### config.mk
export PLATFORM = sky130hd
export DESIGN_NAME = lsu_access_unit
export DESIGN_NICKNAME = d
export VERILOG_FILES = /design/src/rtl/lsu_access_unit.sv
export SDC_FILE = /design/constraint.sdc
export NUM_CORES = 1
export LEC_CHECK = 0
export ABC_AREA = 1
export CAP_MARGIN = 20
export CORE_UTILIZATION = 44
export CTS_BUF_LIST = sky130_fd_sc_hd__clkbuf_4
export DETAILED_ROUTE_END_ITERATION = 8
export PLACE_DENSITY = 0.8
export SETUP_SLACK_MARGIN = 0.02
export SLEW_MARGIN = 20
export SYNTH_ARGS = -nofsm -noshare
export SYNTH_HDL_FRONTEND = slang
export SYNTH_SLANG_ARGS = --single-unit
### constraint.sdc
create_clock -name clk -period 3.6 [get_ports clk]
set_clock_uncertainty 0.1 [all_clocks]
set_input_delay 0.72 -clock clk [delete_from_list [all_inputs] [get_ports clk]]
set_output_delay 0.72 -clock clk [all_outputs]
set_load 0.02 [all_outputs]
### src/rtl/lsu_access_unit.sv
// Multi-cycle load/store unit: forms ea = base + offset and drives a single-outstanding req/ack bus.
// Optional LSU_TIMEOUT_EN aborts a REQ that sees no ack within TIMEOUT_CYCLES and flags bus_err.
module lsu_access_unit #(
  parameter int TIMEOUT_CYCLES = 16
) (
  input  logic        clk,
  input  logic        rst,
  input  logic        start,
  input  logic        is_store,
  input  logic [2:0]  funct3,
  input  logic [31:0] base,
  input  logic [31:0] offset,
  input  logic [31:0] wdata,
  output logic        busy,
  output logic        done,
  output logic        fault,
  output logic [31:0] rdata,
  output logic        mem_req,
  output logic        mem_we,
  output logic [31:0] mem_addr,
  output logic [3:0]  mem_be,
  output logic [31:0] mem_wdata,
  input  logic        mem_ack,
  input  logic [31:0] mem_rdata,
  output logic        bus_err
);

  typedef enum logic [1:0] {IDLE, REQ, DONE} state_t;

  state_t      state;
  logic [1:0]  ea_lo;
  logic [2:0]  f3_q;
  logic [31:0] ea_next;
  logic        bad;
  logic [3:0]  be_next;
  logic [31:0] wd_next;

  if (TIMEOUT_CYCLES < 2) begin : g_bad_timeout
    $error("TIMEOUT_CYCLES must be at least 2");
  end

  assign ea_next = base + offset;

  always_comb begin
    bad     = 1'b0;
    be_next = 4'b1111;
    wd_next = wdata;
    if (is_store) bad = (funct3 >= 3'b011);
    else          bad = (funct3 == 3'b011) || (funct3[2:1] == 2'b11);
    // funct3[1:0] encodes size for both signed and unsigned forms
    case (funct3[1:0])
      2'b00: begin
        be_next = 4'b0001 << ea_next[1:0];
        wd_next = {4{wdata[7:0]}};
      end
      2'b01: begin
        be_next = ea_next[1] ? 4'b1100 : 4'b0011;
        wd_next = {2{wdata[15:0]}};
        if (ea_next[0]) bad = 1'b1;
      end
      2'b10: if (ea_next[1:0] != 2'b00) bad = 1'b1;
      default: ;
    endcase
  end

  function automatic logic [31:0] extract(input logic [31:0] w, input logic [2:0] f,
                                          input logic [1:0] a);
    logic [7:0]  b;
    logic [15:0] h;
    b = 8'(w >> {a, 3'b000});
    h = a[1] ? w[31:16] : w[15:0];
    case (f)
      3'b000:  extract = {{24{b[7]}}, b};
      3'b001:  extract = {{16{h[15]}}, h};
      3'b100:  extract = {24'd0, b};
      3'b101:  extract = {16'd0, h};
      default: extract = w;
    endcase
  endfunction

`ifdef LSU_TIMEOUT_EN
  localparam int CW = (TIMEOUT_CYCLES > 255) ? $clog2(TIMEOUT_CYCLES) : 8;
  logic [CW-1:0] cnt;
`else
  assign bus_err = 1'b0;
`endif

  always_ff @(posedge clk or posedge rst) begin
    if (rst) begin
      state     <= IDLE;
      busy      <= 1'b0;
      done      <= 1'b0;
      fault     <= 1'b0;
      rdata     <= '0;
      mem_req   <= 1'b0;
      mem_we    <= 1'b0;
      mem_addr  <= '0;
      mem_be    <= '0;
      mem_wdata <= '0;
      ea_lo     <= '0;
      f3_q      <= '0;
`ifdef LSU_TIMEOUT_EN
      cnt       <= '0;
      bus_err   <= 1'b0;
`endif
    end else begin
      done  <= 1'b0;
      fault <= 1'b0;
`ifdef LSU_TIMEOUT_EN
      bus_err <= 1'b0;
`endif
      case (state)
        IDLE: if (start) begin
          mem_addr  <= {ea_next[31:2], 2'b00};
          mem_be    <= be_next;
          mem_we    <= is_store;
          mem_wdata <= wd_next;
          ea_lo     <= ea_next[1:0];
          f3_q      <= funct3;
          busy      <= 1'b1;
          if (bad) begin
            state <= DONE;
            done  <= 1'b1;
            fault <= 1'b1;
          end else begin
            state   <= REQ;
            mem_req <= 1'b1;
`ifdef LSU_TIMEOUT_EN
            cnt     <= '0;
`endif
          end
        end
        REQ: if (mem_ack) begin
          mem_req <= 1'b0;
          state   <= DONE;
          done    <= 1'b1;
          if (!mem_we) rdata <= extract(mem_rdata, f3_q, ea_lo);
        end
`ifdef LSU_TIMEOUT_EN
        else if (cnt == CW'(TIMEOUT_CYCLES - 1)) begin
          mem_req <= 1'b0;
          state   <= DONE;
          done    <= 1'b1;
          fault   <= 1'b1;
          bus_err <= 1'b1;
        end else begin
          cnt <= cnt + 1'b1;
        end
`endif
        DONE: begin
          state <= IDLE;
          busy  <= 1'b0;
        end
        default: state <= IDLE;
      endcase
    end
  end

endmodule

==> run summary, run 1 <==
Placer congestion estimate - 0.883
CP max FO - 13
Total of max-cap violations - 0
Run status - complete, but fails checks
Synth top area cells - dfrtp_1 (37%), nand2_1 (18%), inv_1 (8.5%)
Top cells by count - nand2_1 (361), inv_1 (169), dfrtp_1 (110)
Hold Buf Count CTS - 0
# fillers - 1536
Area leader, netlist - dfrtp_1
Top Layer Used - met4
CP Buf/Inv Count - 3
Peak VDD IR - 336 uV
Share of layout cells above drive strength 1 - 0.0437
Failing checks - DRC
Synth flops - 110
DRT met1 WL - 9.39 mm
Slew margin rel. - 0.376
Yosys cell count - 1099
DRC Markers - 1
First-pass GRT wire length - 34.8 mm
CORE AREA - 16600 um2
GRT overflow - 0
-- run 1: worst paths after layout --
path / start / end / slack, ns / cells after the start
worst max register to register: f3_q[1]$_DFFE_PP0P_ / rdata[5]$_DFFE_PP0P_ / 1.42 / 5
worst min register to register: mem_addr[23]$_DFFE_PP0P_ / mem_addr[23]$_DFFE_PP0P_ / 0.40 / 2
min in group asynchronous: rst / mem_wdata[14]$_DFFE_PP0P_ / 0.63 / 2
max in group asynchronous: rst / mem_addr[23]$_DFFE_PP0P_ / 2.06 / 3
worst min-delay path: mem_addr[23]$_DFFE_PP0P_ / mem_addr[23]$_DFFE_PP0P_ / 0.40 / 2
worst max-delay path: funct3[1] / mem_wdata[17]$_DFFE_PP0P_ / 1.09 / 7
-- run 1: kinds of logic after synthesis --
logic type | count (synthesis) | share of synthesized area
AOI/OAI and AO/OA | 208 | 0.149
xor gates and xnor gates | 15 | 0.0176
adders and majority gates | 36 | 0.0613
buffers and inverters | 212 | 0.117
DFF | 110 | 0.368
other | 1 | 0.000502
and+or+nand+nor | 517 | 0.286
-- run 1: report_power, final --
| group | internal (uW) | total [uW] | switching [uW] |
|---|---|---|---|
| Clock | 175 | 663 | 488 |
| Sequential | 1740 | 2100 | 358 |
| Combinational | 1460 | 3270 | 1810 |
| Total | 3380 | 6030 | 2650 |
-- run 1: registers in the layout, summed over array words and instances (netlist names) --
name and flops:
state 2, rdata 32, mem_req 1, mem_wdata 32, mem_be 4, done 1
mem_we 1, f3_q 3, mem_addr 30, ea_lo 2, busy 1, fault 1
-- run 1: cells in the final DEF (no fill, tap or decap), types with 4 or more instances in the layout --
| cell | instances |
|---|---|
| ha_1 | 35 |
| o211ai_1 | 9 |
| nand3_2 | 5 |
| a21oi_1 | 73 |
| inv_2 | 7 |
| o22ai_1 | 16 |
| o21ai_0 | 74 |
| a31oi_1 | 5 |
| nand3_1 | 42 |
| clkdlybuf4s50_1 | 238 |
| nand3b_1 | 4 |
| nor2_1 | 79 |
| xnor2_1 | 14 |
| clkbuf_4 | 9 |
| o21ai_1 | 24 |
| nor3_1 | 6 |
| buf_4 | 4 |
| inv_8 | 4 |
| inv_1 | 168 |
| nand2_1 | 361 |
| nand2_2 | 10 |
| dfrtp_1 | 110 |
-- run 1: layout make-up --
| cell class | count | area [um2] | area share |
|---|---|---|---|
| Multi-Input combinational cell | 779 | 3850 | 0.379 |
| Sequential cell | 110 | 2750 | 0.271 |
| Inverter | 176 | 664 | 0.0654 |
| Tap cell | 220 | 275 | 0.0271 |
| Timing Repair Buffer | 245 | 2470 | 0.243 |
| Clock buffer | 9 | 67.6 | 0.00665 |
| Clock inverter | 7 | 78.8 | 0.00776 |
-- run 1: per-stage QoR --
| stage | instances | instance area, um2 |
|---|---|---|
| final | 1546 | 10200 |
| after global placement | 1530 | 10000 |
| after CTS | 1546 | 10200 |
| after detailed placement | 1530 | 10000 |
| after floorplan | 1101 | 7480 |
| after global routing | 1546 | 10200 |
-- run 1: per-layer routing --
metal  track usage  up-vias
met5             0        -
met4        0.0843        0
met3        0.0392       37
met2         0.422      281
met1         0.320     3486
li1              -     3902
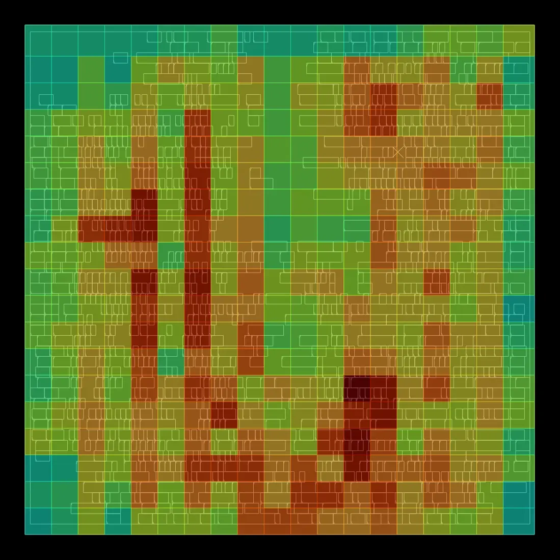
*Track usage over the die, run 1*
busiest layer in global routing: met2
GR met2 Demand/Resource: 0.422
fin util: 0.613

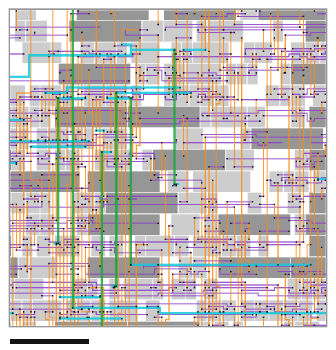
*A small window of the routed layout, run 1*
The bar under the picture is 10 um long. Region (79, 13) to (119, 53) um. Cells in grey, sequential cells in the stronger grey; small squares are vias.
legend:
  green:
    layer: met4
  orange:
    layer: met2
  purple:
    layer: met1
  cyan:
    layer: met3
sequential cells in the window: 13
cells with their middle in the window: 151
most frequent: nand2_1 (35), o21ai_0 (25), a21oi_1 (17)
netlist names of flops here include: mem_wdata (11), mem_be (2)

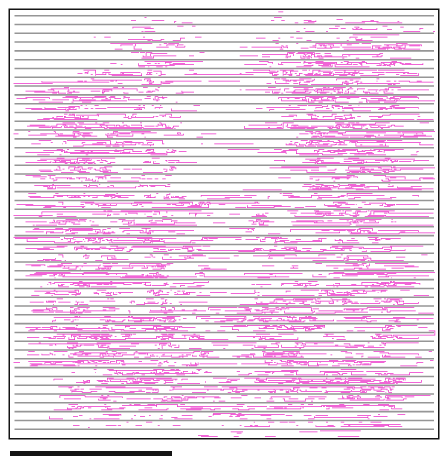
*Signal wires on met1, run 1*
The bar under the picture is 50 um long. Supply wires on this layer in grey.
longest straight run: 40.9 um
share of all routed wire: 44%
wire length on this layer: 9390 um

### Metal 3, run 1

The bar under the picture is 50 um long.
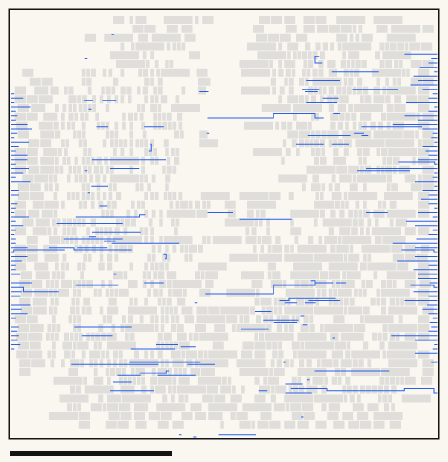

==> inputs of run 2 (changes only) <==
--- a/config.mk
+++ b/config.mk
@@ -7,10 +7,10 @@
 export LEC_CHECK = 0
 export ABC_AREA = 1
 export CAP_MARGIN = 20
-export CORE_UTILIZATION = 44
+export CORE_UTILIZATION = 45
 export CTS_BUF_LIST = sky130_fd_sc_hd__clkbuf_4
 export DETAILED_ROUTE_END_ITERATION = 8
-export PLACE_DENSITY = 0.8
+export PLACE_DENSITY = 0.78
 export SETUP_SLACK_MARGIN = 0.02
 export SLEW_MARGIN = 20
 export SYNTH_ARGS = -nofsm -noshare
==> constraint.sdc (replaced) <==
create_clock -name clk -period 2.4 [get_ports clk]
set_clock_uncertainty 0.1 [all_clocks]
set_input_delay 0.48 -clock clk [delete_from_list [all_inputs] [get_ports clk]]
set_output_delay 0.48 -clock clk [all_outputs]
set_load 0.02 [all_outputs]
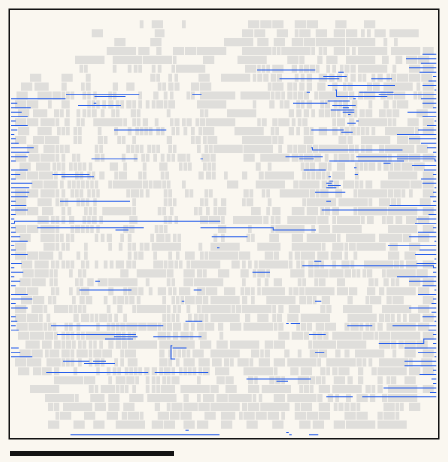
*Metal 3, run 2*
The bar under the picture is 50 um long.
nets with wire on the layer: 192
wire length on this layer: 1450 um
share of all routed wire: 6.6%

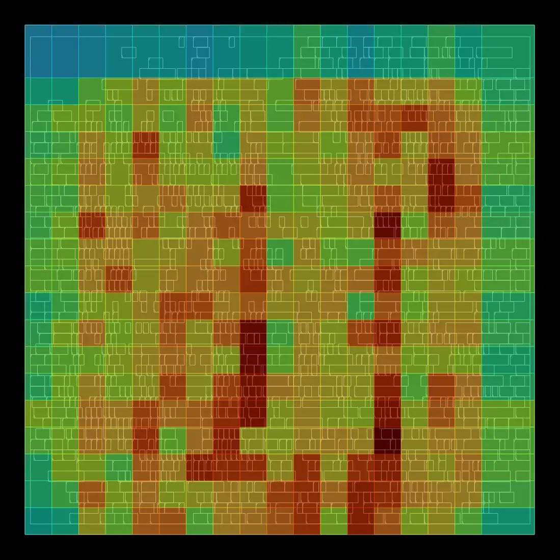
*Track usage over the die, run 2*
GR Util met3: 0.0342
fin util: 0.651
GR met2 Demand/Resource: 0.449
total global-route track usage: 0.262

==> run 2 against run 1 <==
  * The run now ends clean
  * Power is 53% higher
  * Global-route usage is 1.4 points higher
  * Sequential share of layout area down 0.77 points
  * Core utilization rose by 3.9 points
  * Routed wire length grew 2.1%
  * Synthesized area is the same
  * Synthesized cell count stayed put
  * Combinational power rose by 54%
  * Critical path depth is 6 lower
  * Non-clock buffer count grew 37
  * Sequential power is 49% higher
  * Worst setup slack got worse by 0.88 ns
==> run summary, run 2 <==
Run status - finished, final reports clean
Most frequent logic cell in the layout - nand2_1
Slew margin rel. - 0.631 (+0.255)
Setup crit start - mem_we$_DFFE_PP0P_
CP Buf/Inv Count - 1 (-2)
Total of max-cap violations - 0 (unchanged)
Yosys cell count - 1099 (unchanged)
Top cells by count - nand2_1 (361), inv_1 (169), dfrtp_1 (110)
Hold Buf Count CTS - 0 (unchanged)
Top Registers - mem_wdata x32, rdata x32, mem_addr x30
CP max FO - 3 (-10)
Most common logic cells in the final layout - nand2_1 (361), clkdlybuf4s50_1 (238), inv_1 (168)
CTS tree - yes
GRT overflow - 0 (unchanged)
First-pass GRT wire length - 34.8 mm (+0.12%)
CORE AREA - 16100 um2 (-3.2%)
R2R cell count - 5 (unchanged)
Final Non-Filler Cells - 1579 (+2.1%)
Io pins - 242
DRC Markers - 0 (-1)
Placer congestion estimate - 0.908 (+2.8%)
Synth top area cells - dfrtp_1 (37%), nand2_1 (18%), inv_1 (8.5%)
Worst reg2reg path startpoint - f3_q[1]$_DFFE_PP0P_
[run 2: cell count changes in the layout (fill, tap and decap cells not counted), sizes merged]
| cell | previous run | this run |
|---|---|---|
| clkinv | 1 | 2 |
| bufinv | 0 | 2 |
| clkbuf | 9 | 10 |
| diode | 0 | 1 |
| inv | 181 | 176 |
| buf | 7 | 44 |
[run 2: worst max path at each step]
stage and end:
2_1_floorplan mem_addr[28]$_DFFE_PP0P_, 3_3_place_gp mem_addr[28]$_DFFE_PP0P_, 3_5_place_dp mem_addr[20]$_DFFE_PP0P_, 4_1_cts mem_we, 5_1_grt mem_addr[28]$_DFFE_PP0P_, 6_report mem_we
[run 2: cell families (layout without fill, tap and decap cells)]
family	count (synthesis)	count (layout)	synth area share
compound gates	208	208	0.149
xor+xnor	15	15	0.0176
fa+ha+maj	36	36	0.0613
buf+inv	212	473	0.117
flops	110	110	0.368
other cells	1	4	0.000502
simple gates	517	517	0.286
[run 2: layout make-up]
| cell class | count | area [um2] |
|---|---|---|
| Tap cell | 216 | 270 |
| Fill cell | 1428 | 5600 |
| Clock inverter | 5 | 82.6 |
| Multi-Input combinational cell | 779 | 3850 |
| Antenna cell | 1 | 2.50 |
| Inverter | 176 | 664 |
| Timing Repair Buffer | 282 | 2760 |
| Clock buffer | 10 | 75.1 |
| Sequential cell | 110 | 2750 |
[run 2: metrics by stage]
step                hold slack (ns)  cell area (um2)
floorplan                     0.401             7480
detailed placement            0.369            10300
global route                  0.374            10500
finish                        0.336            10500
CTS                           0.338            10500
global placement              0.356            10300
[run 2: layer usage]
layer	wire length (um)	share of wire	GRT usage
met1	9660	0.44	0.342
met2	10500	0.48	0.449
met3	1450	0.066	0.0342
met4	432	0.020	0.0845
met5	0	0	0
[run 2: where the power goes]
group | switching (uW) | internal, uW
clock network | 645 | 433
logic | 2750 | 2280
registers | 505 | 2610
### Gate families picked out, run 2

The bar under the picture is 50 um long.
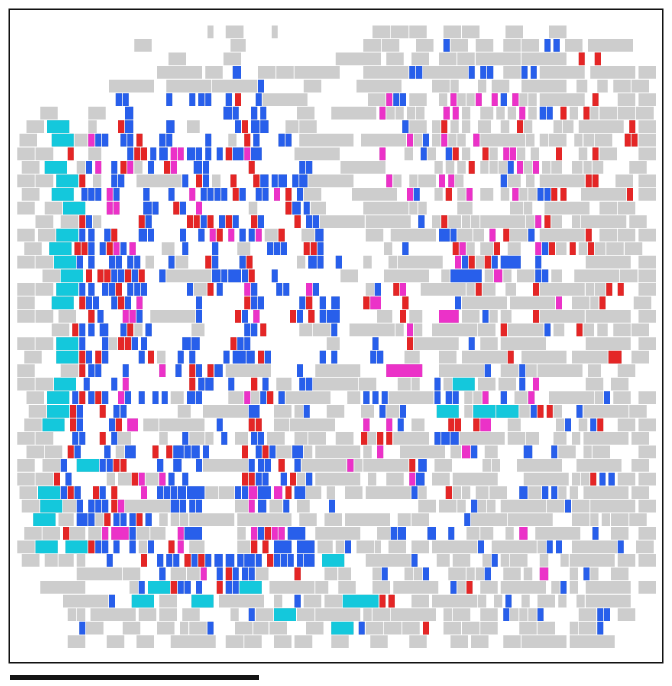

==> inputs of run 3 (changes only) <==
--- a/config.mk
+++ b/config.mk
@@ -10,6 +10,7 @@
 export CORE_UTILIZATION = 45
 export CTS_BUF_LIST = sky130_fd_sc_hd__clkbuf_4
 export DETAILED_ROUTE_END_ITERATION = 8
+export MAX_ROUTING_LAYER = met4
 export PLACE_DENSITY = 0.78
 export SETUP_SLACK_MARGIN = 0.02
 export SLEW_MARGIN = 20
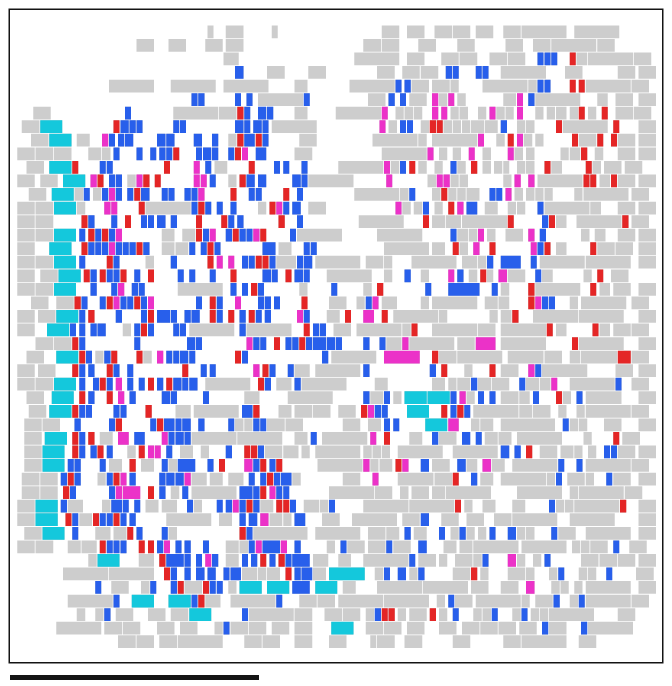
*Gate families picked out, run 3*
The bar under the picture is 50 um long.
legend:
  blue:
    family: NAND gates
    cells: 425
  red:
    family: inverters
    cells: 176
  magenta:
    family: NOR gates
    cells: 91
  cyan:
    family: adder and majority cells
    cells: 36

==> run 3 against run 2 <==
  * Count of clock-buffer cells in the layout fell by 1
  * Die size did not move
  * Fmax rose by 0.23%
  * Synthesized area did not move
  * First-iteration DRC count rose by 1.5%
  * Flip-flop count did not move
  * Largest cell class unchanged
  * Combinational power barely moved
  * Non-clock buffer count did not move
  * Power rose by 0.30%
  * Global-route usage rose by 0.79 points
  * Highest routed layer unchanged
==> run summary, run 3 <==
Run status - finished, final reports clean
CP Buf/Inv Count - 1 (unchanged)
Total global-route track usage - 0.270 (+0.00789)
Io pins - 242 (unchanged)
Clock power frac - 0.119 (+0.002)
GRT overflow - 0 (unchanged)
Switch share - 0.425 (+0.00266)
Most frequent logic cell in the layout - nand2_1
Synth top area cells - dfrtp_1 (37%), nand2_1 (18%), inv_1 (8.5%)
CP peak stage delay - 0.65 ns
Final #Nets - 1530
CP arrival - 1.60 ns
Most common logic cells in the final layout - nand2_1 (361), clkdlybuf4s50_1 (238), inv_1 (168)
Area after DPL - 10300 um2 (unchanged)
CTS tree - yes
First-pass GRT wire length - 34.7 mm (-0.50%)
Fin util - 0.652 (about the same)
Yosys cell count - 1099 (unchanged)
Logic area - 3850 um2 (unchanged)
Combinational share of power - 0.544 (-0.002)
CTS buffer count - 9
CP max FO - 3 (unchanged)
Worst Setup Start Kind - flop
Floorplan Utilization - 0.465
RSZ-0062 raised after global routing - no
FF+latch area - 2750 um2 (unchanged)
# fillers - 1416 (-0.84%)
Max Root-Sink Buffers - 2
Pre-antenna DRT Iters - 5
Yosys chip area - 7470 um2
Internal power - 5320 uW (-0.16%)
Finished Cell Area - 10500 um2 (about the same)
Seq share, synth - 0.368
CORE AREA - 16100 um2 (unchanged)
Top Registers - mem_wdata x32, rdata x32, mem_addr x30
Root buf cell - clkbuf_4
Placer congestion estimate - 0.915 (+0.75%)
Switching power - 3940 uW (+0.93%)
DRC Markers - 0 (unchanged)
CTS H-Tree Depth - 3
Final Non-Filler Cells - 1580 (+0.063%)
Reg power frac - 0.337 (about the same)
Total of max-cap violations - 0 (unchanged)
Slew margin rel. - 0.632 (+0.00121)
Hold Buf Count CTS - 0 (unchanged)
Synth flops - 110
Top cells by count - nand2_1 (361), inv_1 (169), dfrtp_1 (110)
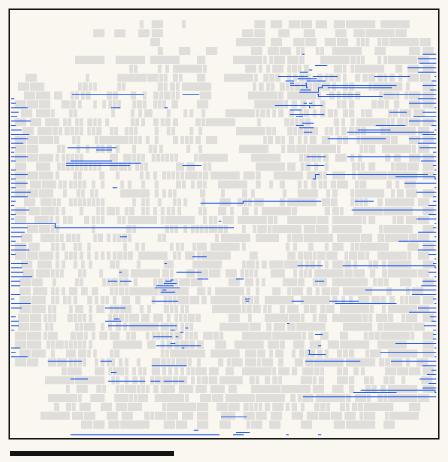
*Metal 3, run 3*
The bar under the picture is 50 um long.
nets with wire on the layer: 204
longest straight run: 54.5 um
main direction: horizontal

run 3: power groups by stage:
stage          clock network [uW]  registers, uW  logic (uW)
2_1_floorplan                   0           3970        1870
3_3_place_gp                    0           3140        4980
4_1_cts                      1120           3120        5060
5_1_grt                      1190           3200        5490
3_5_place_dp                    0           3150        5040
6_report                     1100           3120        5040
run 3: cells by family (layout without fill, tap and decap cells):
group                      Yosys count  count (layout)  share of synthesized area
AOI/OAI and AO/OA                  208             208                      0.149
xor gates and xnor gates            15              15                     0.0176
adders and majority gates           36              36                     0.0613
buffers and inverters              212             474                      0.117
DFF                                110             110                      0.368
other                                1               4                   0.000502
and+or+nand+nor                    517             517                      0.286
run 3: stage by stage:
step                      hold slack [ns]  TNS (ns)  worst slack [ns]
final                               0.299         0             0.224
after global routing                0.318         0             0.162
after CTS                           0.297         0             0.189
after detailed placement            0.368     -1.59            -0.190
after global placement              0.362    -0.801            -0.134
after floorplan                     0.401         0             0.379
run 3: cell type report:
class | count | area share
Multi-Input combinational cell | 779 | 0.368
Timing Repair Buffer | 282 | 0.264
Sequential cell | 110 | 0.263
Inverter | 176 | 0.0635
Tap cell | 216 | 0.0258
Clock inverter | 7 | 0.00909
Clock buffer | 9 | 0.00646
Antenna cell | 1 | 0.000239
run 3: path summary, 6_finish.rpt:
path,startpoint,to,cells after the start
min in group clk,mem_addr[22]$_DFFE_PP0P_,mem_addr[22]$_DFFE_PP0P_,2
max in group asynchronous,rst,mem_addr[20]$_DFFE_PP0P_,3
hold reg to reg,mem_addr[22]$_DFFE_PP0P_,mem_addr[22]$_DFFE_PP0P_,2
hold / removal,rst,mem_wdata[6]$_DFFE_PP0P_,3
setup / recovery,mem_we$_DFFE_PP0P_,mem_we,1
setup reg to reg,f3_q[1]$_DFFE_PP0P_,rdata[3]$_DFFE_PP0P_,5
run 3: metal layers:
layer / wire length (um) / vias up / GRT usage
li1: - / 3975 / -
met1: 9620 / 3475 / 0.348
met2: 10100 / 314 / 0.434
met3: 1420 / 47 / 0.0293
met4: 674 / 0 / 0.110
met5: 0 / - / -
run 3: worst register-to-register path: stages (launching register included):
cell     delay (ns)
dfrtp_1        0.73
inv_1          0.37
nand2_1        0.34
nor2_1         0.07
o21ai_0        0.20
nand2_1        0.07
Power and IR drop assume default switching activity.
